<file path="src/rtl/evm_pkg.sv">
// evm_pkg: shared constants and types for the election result path.
//   CAND_W   - width of a candidate index
//   CNT_W    - width of one candidate vote counter
//   TOTAL_W  - width of the vote total (at least CNT_W+2, so the sum of
//              four full counters always fits)
//   NUM_CAND - number of candidates
//   state_t  - result unit sequencing states
//   cand_t   - candidate index type
package evm_pkg;

  localparam int CAND_W   = 2;
  localparam int CNT_W    = 8;
  localparam int TOTAL_W  = 10;
  localparam int NUM_CAND = 4;

  typedef enum logic [1:0] {
    ST_IDLE   = 2'd0,
    ST_SCAN   = 2'd1,
    ST_REPORT = 2'd2,
    ST_DONE   = 2'd3
  } state_t;

  typedef logic [CAND_W-1:0] cand_t;

endpackage

</file>
<file path="src/rtl/evm_result_unit.sv">
// evm_result_unit: snapshots the four vote counters on an accepted admin
// request (closed high), scans them one per cycle to build total, winner
// and tie, then streams one record per candidate over valid/ready.
//
// Ports
//   clk, reset         clock; asynchronous active-high reset
//   closed, tally_req  voting closed flag; one-cycle result request
//   count1..count4     live candidate counters (sampled only at accept)
//   busy, err          operation in progress; rejected-request pulse
//   out_valid/ready    record handshake; out_cand, out_count, out_last
//   total, winner, tie final results, qualified by winner_valid
//   out_parity         only with EVM_RESULT_PARITY_EN defined:
//                      XOR of {out_cand, out_count}, 0 when no record
//
// State | meaning
// IDLE  | waiting for first request
// SCAN  | accumulating one snapshot entry per cycle, index 0..3
// REPORT| presenting record[index] until accepted
// DONE  | results final; a new request restarts the scan
module evm_result_unit #(
  parameter int CNT_W   = 8,
  parameter int TOTAL_W = 10
) (
  input  logic               clk,
  input  logic               reset,
  input  logic               closed,
  input  logic               tally_req,
  input  logic [CNT_W-1:0]   count1,
  input  logic [CNT_W-1:0]   count2,
  input  logic [CNT_W-1:0]   count3,
  input  logic [CNT_W-1:0]   count4,
  output logic               busy,
  output logic               err,
  output logic               out_valid,
  input  logic               out_ready,
  output logic [1:0]         out_cand,
  output logic [CNT_W-1:0]   out_count,
  output logic               out_last,
`ifdef EVM_RESULT_PARITY_EN
  output logic               out_parity,
`endif
  output logic [TOTAL_W-1:0] total,
  output logic [1:0]         winner,
  output logic               tie,
  output logic               winner_valid
);
  import evm_pkg::*;

  state_t             state_q, state_d;
  cand_t              idx_q;
  cand_t              idx_nxt;
  logic [CNT_W-1:0]   snap_q [NUM_CAND];
  logic [CNT_W-1:0]   max_q;
  logic [TOTAL_W-1:0] total_q;
  logic [1:0]         winner_q;
  logic               tie_q, busy_q, err_q, wv_q;
  logic               out_valid_q, out_last_q, out_parity_q;
  logic [1:0]         out_cand_q;
  logic [CNT_W-1:0]   out_count_q;
  logic               start;

  assign idx_nxt = cand_t'(idx_q + 2'd1);
  assign start   = tally_req && closed;

  always_comb begin
    state_d = state_q;
    case (state_q)
      ST_IDLE, ST_DONE: if (start) state_d = ST_SCAN;
      ST_SCAN:          if (idx_q == cand_t'(NUM_CAND - 1)) state_d = ST_REPORT;
      ST_REPORT:        if (out_ready && out_last_q) state_d = ST_DONE;
      default:          state_d = ST_IDLE;
    endcase
  end

  always_ff @(posedge clk or posedge reset) begin
    if (reset) state_q <= ST_IDLE;
    else       state_q <= state_d;
  end

  always_ff @(posedge clk or posedge reset) begin
    if (reset) begin
      idx_q        <= '0;
      for (int i = 0; i < NUM_CAND; i++) snap_q[i] <= '0;
      max_q        <= '0;
      total_q      <= '0;
      winner_q     <= '0;
      tie_q        <= 1'b0;
      busy_q       <= 1'b0;
      err_q        <= 1'b0;
      wv_q         <= 1'b0;
      out_valid_q  <= 1'b0;
      out_last_q   <= 1'b0;
      out_cand_q   <= '0;
      out_count_q  <= '0;
      out_parity_q <= 1'b0;
    end else begin
      err_q <= 1'b0;
      case (state_q)
        ST_IDLE, ST_DONE: begin
          if (start) begin
            snap_q[0] <= count1;
            snap_q[1] <= count2;
            snap_q[2] <= count3;
            snap_q[3] <= count4;
            total_q   <= '0;
            winner_q  <= '0;
            tie_q     <= 1'b0;
            idx_q     <= '0;
            busy_q    <= 1'b1;
            wv_q      <= 1'b0;
          end else if (tally_req) begin
            err_q <= 1'b1;
          end
        end
        ST_SCAN: begin
          idx_q <= idx_nxt;
          if (idx_q == '0) begin
            max_q    <= snap_q[0];
            winner_q <= '0;
            tie_q    <= 1'b0;
            total_q  <= {{(TOTAL_W-CNT_W){1'b0}}, snap_q[0]};
          end else begin
            total_q <= total_q + {{(TOTAL_W-CNT_W){1'b0}}, snap_q[idx_q]};
            // strict compare keeps the lowest index as winner on a tie
            if (snap_q[idx_q] > max_q) begin
              max_q    <= snap_q[idx_q];
              winner_q <= idx_q;
              tie_q    <= 1'b0;
            end else if (snap_q[idx_q] == max_q) begin
              tie_q <= 1'b1;
            end
          end
          if (idx_q == cand_t'(NUM_CAND - 1)) begin
            out_valid_q  <= 1'b1;
            out_cand_q   <= '0;
            out_count_q  <= snap_q[0];
            out_last_q   <= 1'b0;
            out_parity_q <= ^snap_q[0];
          end
        end
        ST_REPORT: begin
          if (out_ready) begin
            if (out_last_q) begin
              out_valid_q  <= 1'b0;
              out_last_q   <= 1'b0;
              out_parity_q <= 1'b0;
              busy_q       <= 1'b0;
              wv_q         <= 1'b1;
            end else begin
              idx_q        <= idx_nxt;
              out_cand_q   <= idx_nxt;
              out_count_q  <= snap_q[idx_nxt];
              out_last_q   <= (idx_nxt == cand_t'(NUM_CAND - 1));
              out_parity_q <= ^{idx_nxt, snap_q[idx_nxt]};
            end
          end
        end
        default: ;
      endcase
    end
  end

  assign busy         = busy_q;
  assign err          = err_q;
  assign out_valid    = out_valid_q;
  assign out_cand     = out_cand_q;
  assign out_count    = out_count_q;
  assign out_last     = out_last_q;
  assign total        = total_q;
  assign winner       = winner_q;
  assign tie          = tie_q;
  assign winner_valid = wv_q;
`ifdef EVM_RESULT_PARITY_EN
  assign out_parity   = out_parity_q;
`else
  logic unused_parity;
  assign unused_parity = out_parity_q;
`endif

endmodule

</file>
<file path="config.mk">
export PLATFORM = sky130hd
export DESIGN_NAME = evm_result_unit
export DESIGN_NICKNAME = d
export VERILOG_FILES = /design/src/rtl/evm_pkg.sv /design/src/rtl/evm_result_unit.sv
export SDC_FILE = /design/constraint.sdc
export NUM_CORES = 1
export LEC_CHECK = 0
export ABC_AREA = 1
export CORE_MARGIN = 3
export CORE_UTILIZATION = 59
export DETAILED_ROUTE_END_ITERATION = 16
export GPL_ROUTABILITY_DRIVEN = 0
export GPL_TIMING_DRIVEN = 0
export PLACE_DENSITY_LB_ADDON = 0.08
export SLEW_MARGIN = 30
export SYNTH_ARGS = -nofsm -noshare
export SYNTH_HDL_FRONTEND = slang
export SYNTH_SLANG_ARGS = --single-unit
</file>
<file path="constraint.sdc">
create_clock -name clk -period 6.5 [get_ports clk]
set_input_delay 0.975 -clock clk [delete_from_list [all_inputs] [get_ports clk]]
set_output_delay 0.975 -clock clk [all_outputs]
set_load 0.01 [all_outputs]
</file>
Run 1, wiring heat map:
The die is cut into 18 by 18 equal tiles; black is low, pale yellow is high, scaled to the fullest tile. Values are wire area over tile area, all layers added.
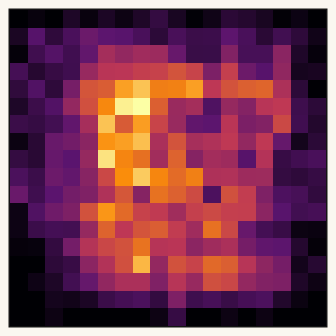
- nearly empty tiles: 9.0%
- densest ninth of the die: centre
- fullest tile: 0.76
- emptiest ninth of the die: lower left
wire per inst: 15.4 microns
DR vias: 4258
final wirelength: 11600 microns
total track usage: 28.9%

Run 1, cell placement:
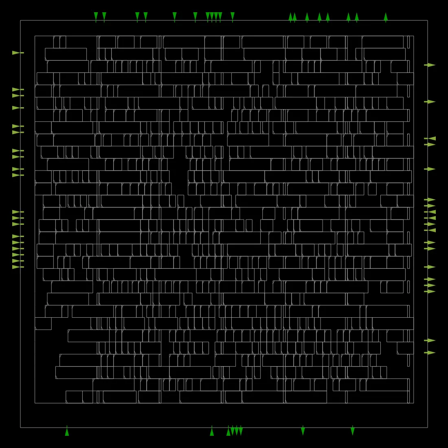
registers: 72
tap cells: 96
FILL cells: 532
CORE AREA: 6870 sq um

==> impl_metrics.toml, run 1 <==
# physical design summary
[outcome]
outcome = "complete, no violations"

[logic_synthesis]
synthXorXnorAreaFrac_pct = 0
topCombFamilyByArea = "simple AND/OR/NAND/NOR gates"
ys.warnings.count = 0
edf_count = 0
synth_top_area_share_pct = 42.8
ys_cells = 572
ys_seq_share_pct = 42.8
synth-main-ff-cell = "dfrtp_1"
ys_sh_simple_pct = 27.1
synth_top_cell_by_count = "nand2_1"
numSynthFlops = 72
synth_area_sq_um = 4210
mux_area_share_pct = 0
fp_nets = 632
synth-async-reset-ratio_pct = 100
synthAdderAreaFrac_pct = 7.01
synth_cells = 572
aoi_share_pct = 15.4

[floorplanning]
dieArea_sq_um = 8190
die_width_microns = 90.5
rows = 30
fp.dieH_microns = 90.5

[clock_tree]
htree_levels = 3
path_clk_slew_ns = 0.09
cts_max_path_buffers = 2
cts_resized = 0
cts-root-buf = "clkbuf_8"
cts_tree = "built"
post-cts-setup-buffer-count = 0
cts_made_buffers = 9
cts_hold_buffers = 0

[grt]
use_met1_pct = 39.0
grt_pass1_vias = 3902
antenna_found_initial = 0
met3_usage_pct = 6.08
grt_max_degree = 41
grt.overflow.total = 0
grt_busiest_layer = "met2"

[hold_path]
hold_class = "reg2reg"
worstHoldEndpoint = "max_q[2]$_DFFE_PP0P_"

[route]
antenna_left = 0
remaining_drc_errors = 0
wl_met1_microns = 4990
first_pass_iters = 8
drtIter0Drc = 408

[final_layout]
nNetsFinal = 708
diodes = 0
num-nonclk-buffers = 87
layout.nonclk_buf_share_pct = 15.0
flop_area_sq_um = 1800
lay_top_cells = "nand2_1 (208), dfrtp_1 (72), clkdlybuf4s50_1 (64), o21ai_0 (63), inv_1 (45)"
seq-cell-share_pct = 34.8
syn_to_final_growth_pct = 22.9
logic_area_sq_um = 2090
regMostFlops = "snap_q"

[power]
ir_worst_vdd_v = 0.000233
power_density_nw_per_um2 = 579
p_leak_nw = 2.59
total_power_w = 0.00300

[worst_setup_path]
critPathMaxStageDelay_ns = 0.52
critPathCaptureType = "flip-flop"
cp_data_arrival_time_ns = 3.34
crit_fanout = 10
required_ns = 6.80
cp-startpoint = "idx_q[1]$_DFFE_PP0P_"
crit_top_cell = "nand2_1"
r2r_slack_ns = 3.46
endpoint = "max_q[0]$_DFFE_PP0P_"
path_depth = 16

[sta]
skew_ns = 0.0134
hold_violations = 0
worst_pin_slew_ns = 0.655
drv_slew = 0
slew_headroom_pct = 56.3
fin_crit_sh_pct = 46.8
timing.fmax_mhz = 329
setup_viol = 0
fin_setup_tns_ns = 0
rsz0062_at_grt = "false"

[job]
cap_violations = 0

[placement]
dp_hpwl_microns = 8620
Run 1, routed clock nets over the placement:
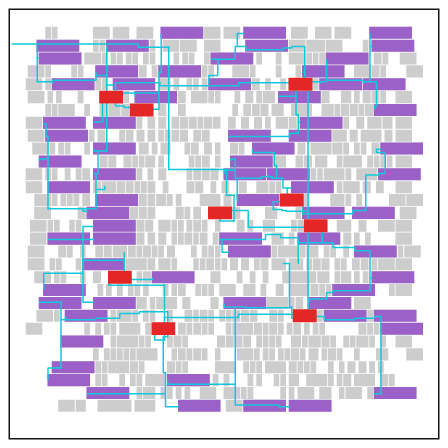
- flip-flops: purple (count 72)
- clock wires: cyan (length 966 microns)
- clock-net drivers: red (count 9)
- routed clock nets: 10
- flops lie: widely spread
Late-Pin Clk Latency: 0.37 ns
P_clk: 0.000342 W

Run 1, gate families picked out:
Bar = 20 microns.
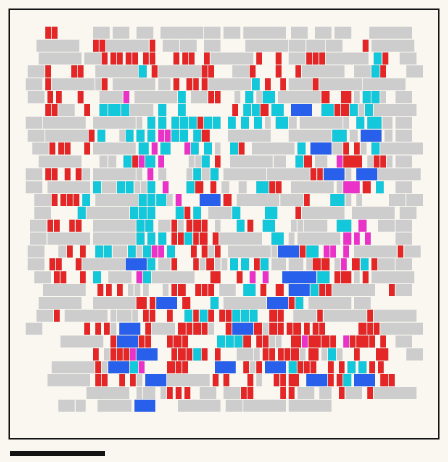
- nor cells: magenta (cells 29; most used nor2_1)
- aoi and oai cells: cyan (cells 117; most used o21ai_0)
- nand cells: red (cells 250; most used nand2_1; where widely spread)
- fa/ha/maj cells: blue (cells 23; most used ha_1)
Post-Layout Cell Count: 749
most frequent logic cell in the layout: nand2_1
logic share of the area: 40.3%

==> run 1: power breakdown <==
part           internal [W]  total (W)  switching, W  leakage [nW]
Clock              0.000145   0.000342      0.000197        0.0877
Combinational      0.000660    0.00185       0.00119          1.59
Sequential         0.000647   0.000802      0.000156         0.912
==> run 1: stage by stage <==
step	setup slack, ns	utilization [%]	hold WS, ns	cell area [sq um]
3_5_place_dp	3.64	72.7	0.460	5000
6_report	3.46	75.4	0.476	5180
2_1_floorplan	3.70	-	0.442	4210
5_1_grt	3.30	75.4	0.500	5180
3_3_place_gp	2.53	72.4	0.455	4970
4_1_cts	3.60	75.4	0.478	5180
Run 1, zoomed window:
Bar = 10 microns. Window x 33 to 58, y 15 to 40 microns. Cells in grey, sequential cells in the stronger grey; small squares are vias.
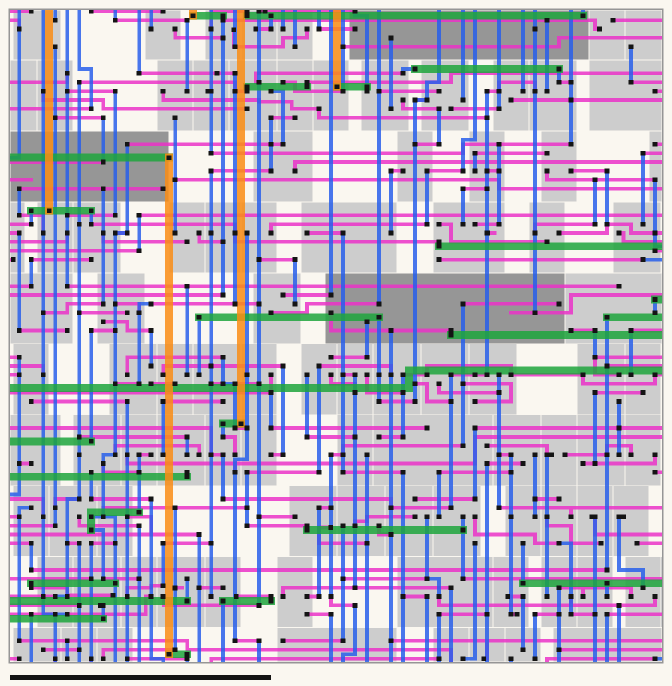

## Run 2: what changed since run 1
CORE_UTILIZATION = 49   (was 59)
clock period = 2.5 ns   (was 6.5 ns; I/O delays follow)
Run 2, zoomed window:
Bar = 10 microns. Window x 37 to 62, y 17 to 42 microns. Cells in grey, sequential cells in the stronger grey; small squares are vias.
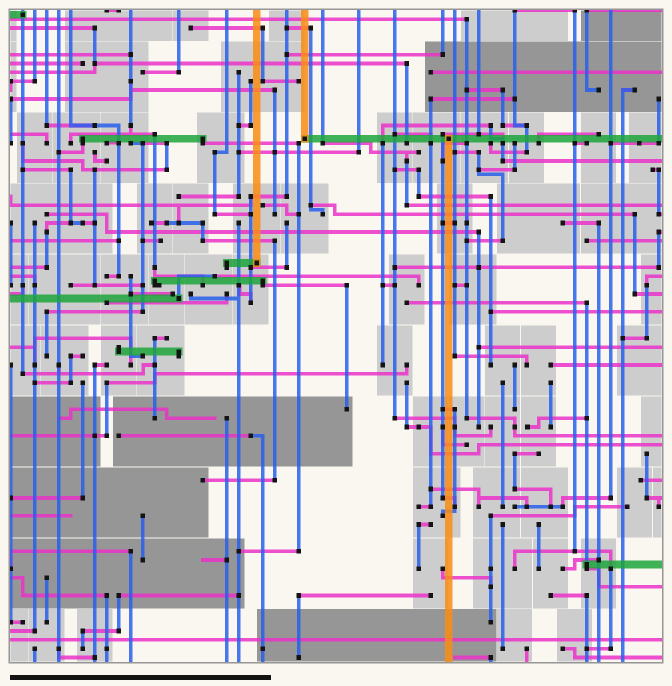
- M3: green
- M2: blue
- M4: orange
- M1: magenta
- most frequent: nand2_1 (22), o21ai_0 (7), dfrtp_1 (5)
- sequential cells in the window: 5
- netlist names of flops here include: `snap_q` (3), `max_q` (2)
- cells with their middle in the window: 57

Run 2, gate families picked out:
Bar = 20 microns.
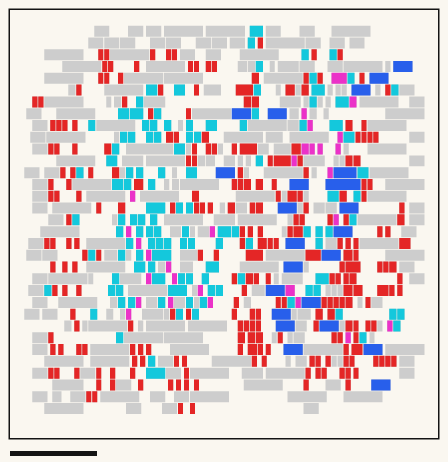
- fa/ha/maj cells: blue (cells 23; most used ha_1)
- nand cells: red (cells 251; most used nand2_1; where widely spread)
- aoi and oai cells: cyan (cells 117; most used o21ai_0)
- nor cells: magenta (cells 29; most used nor2_1)
logic share of the area: 40.4%
Post-Layout Cell Count: 769

==> impl_metrics.toml, run 2 <==
# physical design summary
[outcome]
outcome = "complete, no violations"

[worst_setup_path]
critPathCaptureType = "flip-flop"
cp_data_arrival_time_ns = 2.73
cp-startpoint = "idx_q[0]$_DFFE_PP0P_"
crit_fanout = 10
cp-start-kind = "flip-flop"
required_ns = 2.81
r2r_slack_ns = 0.08
r2r_start = "idx_q[0]$_DFFE_PP0P_"
critPathMaxStageDelay_ns = 0.40
crit_top_cell = "nand2_1"

[logic_synthesis]
ys.warnings.count = 0
topCombFamilyByArea = "simple AND/OR/NAND/NOR gates"
synth_top_area_share_pct = 42.8
synth_top_cell_by_count = "nand2_1"
synth-async-reset-ratio_pct = 100
synth_area_sq_um = 4210
ys_sh_simple_pct = 27.1
ys_cells = 572
synth-main-ff-cell = "dfrtp_1"
fp_nets = 632
synth_cells = 572
numSynthFlops = 72
ys_seq_share_pct = 42.8
synthXorXnorAreaFrac_pct = 0
edf_count = 0

[final_layout]
diodes = 0
syn_to_final_growth_pct = 28.4
final_core_util_pct = 65.2
lay_top_cells = "nand2_1 (203), dfrtp_1 (72), clkdlybuf4s50_1 (64), o21ai_0 (54), inv_1 (45)"
fin_area_sq_um = 5410
drive_gt1_share_pct = 11.9
regMostFlops = "snap_q"
nNetsFinal = 719

[power]
p_clk_share_pct = 11.9
switchingPower_w = 0.00412
power-top-group = "combinational logic"
p_sw_share_pct = 49.7
comb-power_w = 0.00523
powerClk_w = 0.000984
p_int_w = 0.00418
p_leak_nw = 2.69
power_density_nw_per_um2 = 1530
p_comb_share_pct = 63.0
total_power_w = 0.00830
pg_seq_w = 0.00209
p_seq_share_pct = 25.2
ir_worst_vdd_v = 0.000601

[floorplanning]
rows = 33
core_area_sq_um = 8300
die_width_microns = 98.7
dieArea_sq_um = 9750
fp.dieH_microns = 98.7

[sta]
fin_crit_sh_pct = 96.6
worst_pin_slew_ns = 0.640
hold_slack_ns = 0.366
skew_ns = 0.00795
slew_headroom_pct = 57.4
drv_slew = 0
worst_slack_ns = 0.0841
fin_setup_tns_ns = 0
hold_violations = 0
rsz0062_at_grt = "true"
setup_viol = 0

[route]
remaining_drc_errors = 0
wl_met1_microns = 5100
vias_per_cell = 5.46
first_pass_iters = 5
drtIter0Drc = 295
wl_per_cell_microns = 15.3
wl_microns = 11800
vias = 4197

[placement]
dp_hpwl_microns = 8710
io_buffers = 64
placed_cell_area_sq_um = 5010
post-place-ws_ns = -0.301

[grt]
grt.overflow.total = 0
grt_max_degree = 40
antenna_found_initial = 0
grt_pass1_vias = 4091
met3_usage_pct = 3.75
grtUsageTotal_pct = 25.0

[clock_tree]
cts_made_buffers = 9
path_clk_slew_ns = 0.08
cts-root-buf = "clkbuf_8"
cts_resized = 13
clk_latency_ns = 0.37
htree_levels = 3
cts_hold_buffers = 0
post-cts-setup-buffer-count = 2
cts_max_path_buffers = 2
cts_tree = "built"
cts.sink_count = 72

[hold_path]
hold_class = "in2async"

[job]
cap_violations = 0
-- run 2: worst max-delay path by stage --
stage | end | slack (ns) | cells past startpoint
after floorplan | total[4]$_DFFE_PP0P_ | 0.27 | 15
after global placement | state_q[0]$_DFFE_PP0P_ | -0.95 | 2
after detailed placement | max_q[1]$_DFFE_PP0P_ | -0.30 | 14
after CTS | max_q[1]$_DFFE_PP0P_ | 0.001 | 20
after global routing | winner[0]$_DFFE_PP0P_ | -0.02 | 15
final | total[6]$_DFFE_PP0P_ | 0.08 | 16
-- run 2: cell type report --
type | count | area [sq um]
well taps | 105 | 131
fillers | 709 | 2890
repair buffers | 75 | 739
multi-input cells | 424 | 2180
flip-flops and latches | 72 | 1800
plain buffers | 22 | 130
inverters | 55 | 216
clock buffers | 11 | 141
clock inverters | 5 | 63.8
Power and IR drop assume default switching activity.
